**Run 1: cell classes on the final placement**

Fill, decap, tap and diode cells in gray.
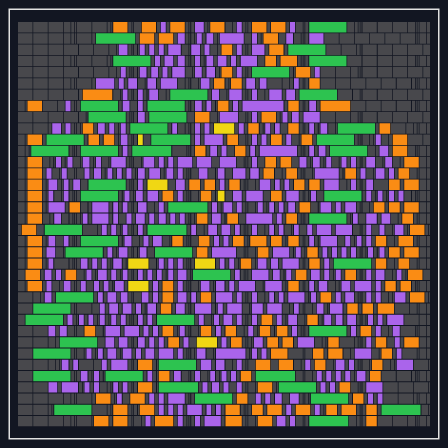
**Run 1: signal wires on met3**

Bar = 20 um.
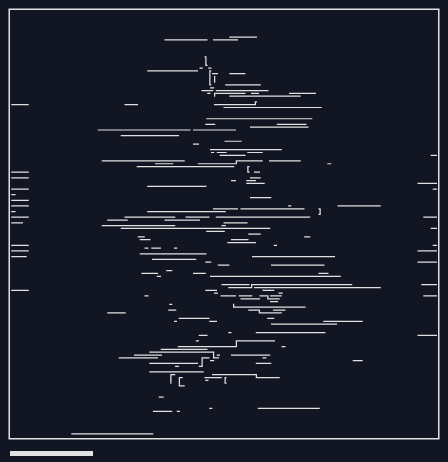
**Run 1: I/O nets highlighted**

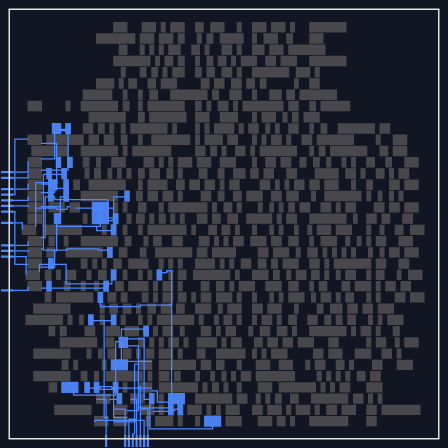
==> config.mk <==
export PLATFORM = sky130hd
export DESIGN_NAME = loop_counter
export DESIGN_NICKNAME = d
export VERILOG_FILES = /design/src/rtl/loop_counter_pkg.sv /design/src/rtl/loop_counter_dec.sv /design/src/rtl/loop_counter.sv
export SDC_FILE = /design/constraint.sdc
export NUM_CORES = 1
export LEC_CHECK = 0
export ABC_AREA = 1
export CELL_PAD_IN_SITES_DETAIL_PLACEMENT = 1
export CELL_PAD_IN_SITES_GLOBAL_PLACEMENT = 1
export CORE_MARGIN = 1.5
export CORE_UTILIZATION = 34
export CTS_CLUSTER_DIAMETER = 50
export DETAILED_ROUTE_END_ITERATION = 6
export PLACE_DENSITY = 0.87
export SLEW_MARGIN = 20
export SYNTH_ARGS = -nofsm -noshare
export SYNTH_HDL_FRONTEND = slang
export SYNTH_SLANG_ARGS = --single-unit
==> constraint.sdc <==
create_clock -name clk -period 2.05 [get_ports clk]
set_input_delay 0.205 -clock clk [delete_from_list [all_inputs] [get_ports clk]]
set_output_delay 0.205 -clock clk [all_outputs]
set_load 0.02 [all_outputs]
==> run summary, run 1 <==
Notes from the flow run.

Clock tree:
- The run puts the number of clock sinks at 51.
- At the later pin of the worst-skew pair, clock insertion delay measures 0.33 ns.
- The run gives the number of levels in the clock H-tree as 2.
- The run puts the number of clock buffers inserted by TritonCTS at 5.
- TritonCTS built the clock tree.
- The run gives the post-cts hold buffer count as 0.
- The run puts the post-CTS repair timing setup buffer count at 15.
- Per the CTS log, the root buffer master is sky130_fd_sc_hd__clkbuf_8.

Final timing:
- The final timing report lists a max-slew violation count of 0.
- After layout, the worst setup slack is -0.614 ns.
- The run puts the clock skew at around 0.023 ns.
- The run puts the number of endpoints failing setup at the final stage at 30.
- The run gives the portion of the clock cycle consumed by the worst path in the final layout as 1.30.
- The run puts the time the final worst path needs with I/O delays and setup at roughly 2.7 ns.
- The run gives the transition time at the pin with the least slew margin as about 0.76 ns.

Layout:
- The run puts the final standard cell count with taps included and fillers excluded at 795.
- The most common logic cell in the final layout is sky130_fd_sc_hd__nand2_1.
- The run puts the area added between synthesis and finish at 55.5%.
- By instance count after routing, the leading logic cell types are sky130_fd_sc_hd__nand2_1, sky130_fd_sc_hd__buf_4, sky130_fd_sc_hd__clkdlybuf4s50_1.
- The run puts the total inserted antenna cells at 0.

Logic synthesis:
- The run gives the number of warnings reported in the yosys synthesis log as 0.
- In the post-synthesis netlist, the biggest area contributors are sky130_fd_sc_hd__dfrtp_1, sky130_fd_sc_hd__nand2_1, sky130_fd_sc_hd__inv_1.
- The most frequently used library cell after synthesis is sky130_fd_sc_hd__nand2_1.
- Per Yosys stat, the portion of area used by sequential elements is 0.372.
- The synthesis report gives the async set-or-reset register share as 1.00.
- In this run the mean area of a mapped cell was ~6.7 um2.
- The run gives the dominant register cell in the synthesized netlist as sky130_fd_sc_hd__dfrtp_1.
- The cell type that accounts for the most area after synthesis is sky130_fd_sc_hd__dfrtp_1.
- The run puts the number of synthesized flops with an enable pin at 0.
- The run gives the count of different cell masters after synthesis as 30.

GRT:
- The run puts the total congestion overflow after global routing at 0.
- The run puts the wire length of the first global-routing pass at ~24000 um.
- Overall routing resource usage recorded by global route was 0.299.
- The run gives the initial antenna violation count as 0.

Critical path:
- The worst setup path is captured at a register.
- The run puts the length in cells of the worst reg-to-reg path at 14.
- The run gives the type of the worst setup path as reg -> reg.
- For flop-to-flop paths, the worst setup slack is -0.61 ns.
- At the worst endpoint, the arrival time is 2.85 ns.

Route:
- The run puts the wire length on met2 at approximately 8000 um.
- The run puts the first-pass iteration count of the detailed router at 5.
- In this run, the number of DRC markers left after iteration 0 of detailed routing was a little over 400.
- The run gives the met3 layer wire length in the routed design as around 1100 um.
- The detail route stage leaves a number of antenna-violating nets equal to 0.

Min path:
- The tightest min-delay check is of the in -> async type.

Run:
- The run puts the number of violations of the max-capacitance limit at 0.

Power and ir drop:
- The run gives the worst IR drop on VDD as 0.405 mV.
- The leakage component of the power was reported as ~0.0026 uW.
- The run gives the power density over the cells as 701 nW/um2.

Outcome:
- The final reports fail on negative setup slack.
- The flow ran to the end, but the final reports show violations.

Die:
- The die is between 100 and 150 um wide.
- The run gives the chip footprint as approximately 11000 um2.

Placement:
- The run gives the standard cell area after detailed placement as between 4000 and 5000 um2.
-- 'cell classes on the final placement' (at the start) --
- clock drivers and dummy loads: yellow (cells 8)
- flip-flops: green (cells 51)
- other buffers and delay cells: orange (cells 161)
- all other logic: purple (cells 442)
fraction of area in registers: 0.241
final core utilization: 0.546
CORE AREA: 9770 um2
Design Area, Final: 5340 um2
number of rows created at floorplan: 36

-- 'signal wires on met3' (at the start) --
- nets with wire on the layer: 119
- longest straight run: 35.9 um
- wire length on this layer: 1110 um
met3 track demand over resource in global routing: 0.0423
DR vias: 4439
wirelength, routed: 16800 um

-- 'I/O nets highlighted' (at the start) --
- load_value: blue (direction input; end cells 38; buffers 21; wire 712 um)
Top-Level Pins: 57
number of buffer cells added on primary ports: 56

-- run 1: logic make-up after synthesis --
| logic type | count (synthesis) | share of synthesized area |
|---|---|---|
| adders and majority gates | 3 | 0.0109 |
| and+or+nand+nor | 331 | 0.421 |
| DFF | 51 | 0.372 |
| xor gates and xnor gates | 7 | 0.0179 |
| muxes | 7 | 0.0230 |
| AOI/OAI and AO/OA | 39 | 0.0704 |
| buffers and inverters | 73 | 0.0853 |
-- run 1: worst max-delay path, cell delays in order (launching register included) --
cell	delay, ns
sky130_fd_sc_hd__dfrtp_2	0.47
sky130_fd_sc_hd__inv_2	0.10
sky130_fd_sc_hd__ha_4	0.21
sky130_fd_sc_hd__nand2_8	0.09
sky130_fd_sc_hd__o21ai_0	0.25
sky130_fd_sc_hd__nand2_1	0.12
sky130_fd_sc_hd__nor2_1	0.17
sky130_fd_sc_hd__nand3_2	0.14
sky130_fd_sc_hd__nor2_4	0.17
sky130_fd_sc_hd__buf_4	0.23
sky130_fd_sc_hd__nand4_1	0.15
sky130_fd_sc_hd__nand3_2	0.12
sky130_fd_sc_hd__nand2_1	0.08
sky130_fd_sc_hd__nand2_1	0.10
sky130_fd_sc_hd__nand2_1	0.12
-- run 1: report_power, final --
part	switching [uW]	leakage (uW)	total, uW	internal [uW]
Combinational	1060	0.00194	1840	777
Sequential	130	0.000646	1250	1120
Clock	379	0.0000482	654	274
Total	1570	0.00264	3740	2170
-- run 1: layout make-up --
| cell class | count | area, um2 |
|---|---|---|
| multi-input cells | 387 | 2190 |
| fillers | 1263 | 4440 |
| clock inverters | 1 | 5.00 |
| inverters | 55 | 210 |
| clock buffers | 7 | 86.3 |
| flip-flops and latches | 51 | 1290 |
| repair buffers | 161 | 1400 |
| well taps | 133 | 166 |
==> inputs of run 2 (changes only) <==
--- a/config.mk
+++ b/config.mk
@@ -9,9 +9,10 @@
 export CELL_PAD_IN_SITES_DETAIL_PLACEMENT = 1
 export CELL_PAD_IN_SITES_GLOBAL_PLACEMENT = 1
 export CORE_MARGIN = 1.5
-export CORE_UTILIZATION = 34
+export CORE_UTILIZATION = 41
 export CTS_CLUSTER_DIAMETER = 50
 export DETAILED_ROUTE_END_ITERATION = 6
+export DONT_BUFFER_PORTS = 1
 export PLACE_DENSITY = 0.87
 export SLEW_MARGIN = 20
 export SYNTH_ARGS = -nofsm -noshare
==> run 2 against run 1 <==
Compared with the run above: the flow still finishes with violations (negative setup slack); sequential power about the same; total power is 8.4% lower; highest routed layer unchanged; non-clock buffer count shrank 60; wire length down 9.5%; synthesized area did not move; critical endpoint is now count[3]; largest cell class unchanged; core utilization rose by 2.0 points; clock power fell by 7.3%; register-to-register slack better by 0.096 ns; synthesized cell count is the same; design area is 13% lower.
==> run summary, run 2 <==
Notes from the flow run.

Outcome:
- The flow ran to the end, but the final reports show violations.
- The final reports fail on negative setup slack.

Final timing:
- For reference, the final report shows the max-slew violation count at 0.
- The run gives the final worst-path setup slack as -0.518 ns.
- The run gives the time the final worst path needs with I/O delays and setup as between 2 and 3 ns.
- Endpoints with negative setup slack in the final report add up to 30.
- The run gives the portion of the clock cycle consumed by the worst path in the final layout as 1.25.
- The transition time recorded at the tightest slew-check pin is about 0.88 ns.
- The run gives the clock skew as roughly 0.014 ns.

Critical path:
- The run gives the delay of the slowest cell on the worst path as roughly 0.47 ns.
- The run puts the data arrival time of the critical path at about 2.8 ns.
- The run puts the number of cells on the critical path at 15.
- The run gives the slowest cell on the critical path as sky130_fd_sc_hd__dfrtp_2.
- The run gives the kind of start point of the critical path as a register.
- Grouping stages by cell kind, the critical path spends the most delay in simple AND/OR/NAND/NOR gates.
- The worst register-to-register path has a setup slack of -0.52 ns.
- The run gives the most numerous cell on the critical path as sky130_fd_sc_hd__nand2_1.
- The run gives the number of buffer and inverter instances along the worst setup path as 3.
- The worst setup path is captured at a register.
- The worst setup path is of the reg -> reg kind.
- The run puts the length in cells of the worst reg-to-reg path at 15.
- In this run the critical path is formed by buf_4 -> inv_1 -> nand2_1 -> o21ai_1 -> o21ai_1 -> nor2_1 -> nand3_2 -> nor2_4 -> nand3_4 -> buf_12 -> nand2_2 -> nand3_2 -> nand2_1 -> nand2_1 -> nand2_1.

GRT:
- The run gives the total routing usage reported by global routing as 0.332.
- The run gives the initial antenna violation count as 0.
- The run puts the wire length of the first global-routing pass at 22400 um.
- The global route stage reports its total congestion overflow as 0.

Layout:
- The run gives the total inserted antenna cells as 0.
- Compared with the post-synthesis result, the final layout area differs by 34.9%.
- Leaving out fill and tap cells, the most frequent cell in the layout is sky130_fd_sc_hd__nand2_1.
- The run gives the final standard cell count with taps included and fillers excluded as approximately 710.
- The area taken by multi-input combinational cells is reported as 2090 um2.
- In the layout the commonest cells are sky130_fd_sc_hd__nand2_1, sky130_fd_sc_hd__buf_4, sky130_fd_sc_hd__inv_1.
- The run gives the area of all placed cells without fillers as approximately 4600 um2.
- The run gives the combined flip-flop and latch cell area as 1290 um2.
- The run puts the layout filler cell count at 1036.

Clock tree:
- Per the skew report, the later register of the worst-skew pair sees a clock latency of 0.32 ns.
- TritonCTS built the clock tree.
- The run gives the number of levels in the clock H-tree as 2.
- The run puts the number of clock buffers inserted by TritonCTS at 5.
- The run gives the number of clock sinks as approximately 50.
- Looking at the clock tree report, the root buffer type is sky130_fd_sc_hd__clkbuf_8.

Route:
- The run puts the aggregate routed wire length at around 15000 um.
- In this run the remaining antenna-violating nets after routing total 0.
- After the first detailed-routing iteration, the DRC count stood at ~270.
- The run puts the first-pass iteration count of the detailed router at 5.
- The run puts the vias after detailed routing at roughly 4100.

Logic synthesis:
- Looking at area per cell type in the netlist, the leader is sky130_fd_sc_hd__dfrtp_1.
- The run gives the sequential element share of the synthesized area as 0.372.
- The most used flip-flop cell after synthesis is sky130_fd_sc_hd__dfrtp_1.
- The run puts the count of different cell masters after synthesis at 30.
- The run puts the fraction of registers with async set/reset at 1.00.
- The cell area that synthesis handed to floorplanning was 3430 um2.
- The run gives the post-synthesis average cell area as around 6.7 um2.
- The area fraction of the largest cell type after synthesis is 0.372.
- The run gives the most numerous cell in the Yosys netlist as sky130_fd_sc_hd__nand2_1.
- The run puts the post-synthesis chip area from yosys at ~3400 um2.
- The synthesized design contains 0 enable-type register cells.
- Yosys attributes the largest share of cell area to sky130_fd_sc_hd__dfrtp_1, sky130_fd_sc_hd__nand2_1, sky130_fd_sc_hd__inv_1.
- The run puts the post-synthesis instance total at about 510.
- The run puts the number of warnings reported in the yosys synthesis log at 0.

Die:
- The run puts the chip footprint at between 8000 and 9000 um2.
- Per the OpenROAD floorplan log, the width of the die is 94.5 um.
- The initial utilization of the core area, before any placement, comes to 0.420.
- During I/O placement, the number of pins put on the boundary was ~57.
- The run puts the height of the die at 94.5 um.

Power and ir drop:
- The flow reported a cell area power density of between 700 and 800 nW/um2.
- The run puts the worst IR drop on VDD at approximately 0.55 mV.
- The analysis attributes to cell leakage a power of 0.00241 uW.

Min path:
- The path class of the tightest hold or removal check is in -> reg.

Run:
- The run puts the number of violations of the max-capacitance limit at 0.

Placement:
- Once placement finished, the instance area stood at between 4000 and 5000 um2.
- The run gives the tally of buffers added on design ports as 0.
[run 2: cell count changes in the layout (fill, tap and decap cells not counted), moves of 6 or more]
cell | before | now
sky130_fd_sc_hd__nor2_4 | 15 | 9
sky130_fd_sc_hd__nand2_1 | 170 | 186
sky130_fd_sc_hd__buf_4 | 98 | 91
sky130_fd_sc_hd__nand2_2 | 33 | 21
sky130_fd_sc_hd__clkdlybuf4s50_1 | 55 | 0
[run 2: per-layer routing]
metal  vias up  track usage  wire length [um]
li1       1797            -                 -
met1      2006        0.423              6190
met2       217        0.568              7390
met3        38       0.0580              1230
met4         0        0.106               440
met5         -            0                 0
[run 2: final cells by class]
type | instances | share of cell area
clock buffer | 5 | 0.0149
tap | 105 | 0.0284
clock inverter | 3 | 0.00324
timing repair buffer | 101 | 0.179
inverter | 55 | 0.0451
sequential | 51 | 0.278
multi-input combinational | 387 | 0.452
[run 2: cell families (layout without fill, tap and decap cells)]
kind of cell	after synthesis	in the layout	synth area share
compound gates	39	39	0.0704
xor+xnor	7	7	0.0179
fa+ha+maj	3	3	0.0109
buf+inv	73	164	0.0853
flops	51	51	0.372
mux	7	7	0.0230
simple gates	331	331	0.421
[run 2: what timing repair did]
item | CTS | global route
pin swaps | 10 | 18
hold buffers | 1 | 0
buffers inserted | 5 | 4
endpoints found under the hold margin | 24 | 0
cloned | 0 | 0
setup endpoints to repair | 30 | 30
gates resized | 33 | 39
[run 2: where the power goes]
part	internal, uW	switching [uW]	leakage [uW]
sequential	1120	138	0.000648
clock	236	371	0.0000477
combinational	613	949	0.00171
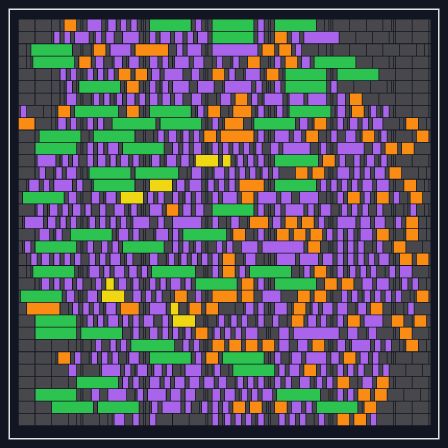
**Above:** run 2 (cell classes on the final placement).
Fill, decap, tap and diode cells in gray.
- all other logic: purple (cells 442)
- flip-flops: green (cells 51)
- clock drivers and dummy loads: yellow (cells 8)
- other buffers and delay cells: orange (cells 101)
final core utilization: 0.566
fraction of area in registers: 0.278
number of rows created at floorplan: 33
CORE AREA: 8180 um2

No activity file was given, so power comes from the tool's default toggle rates.
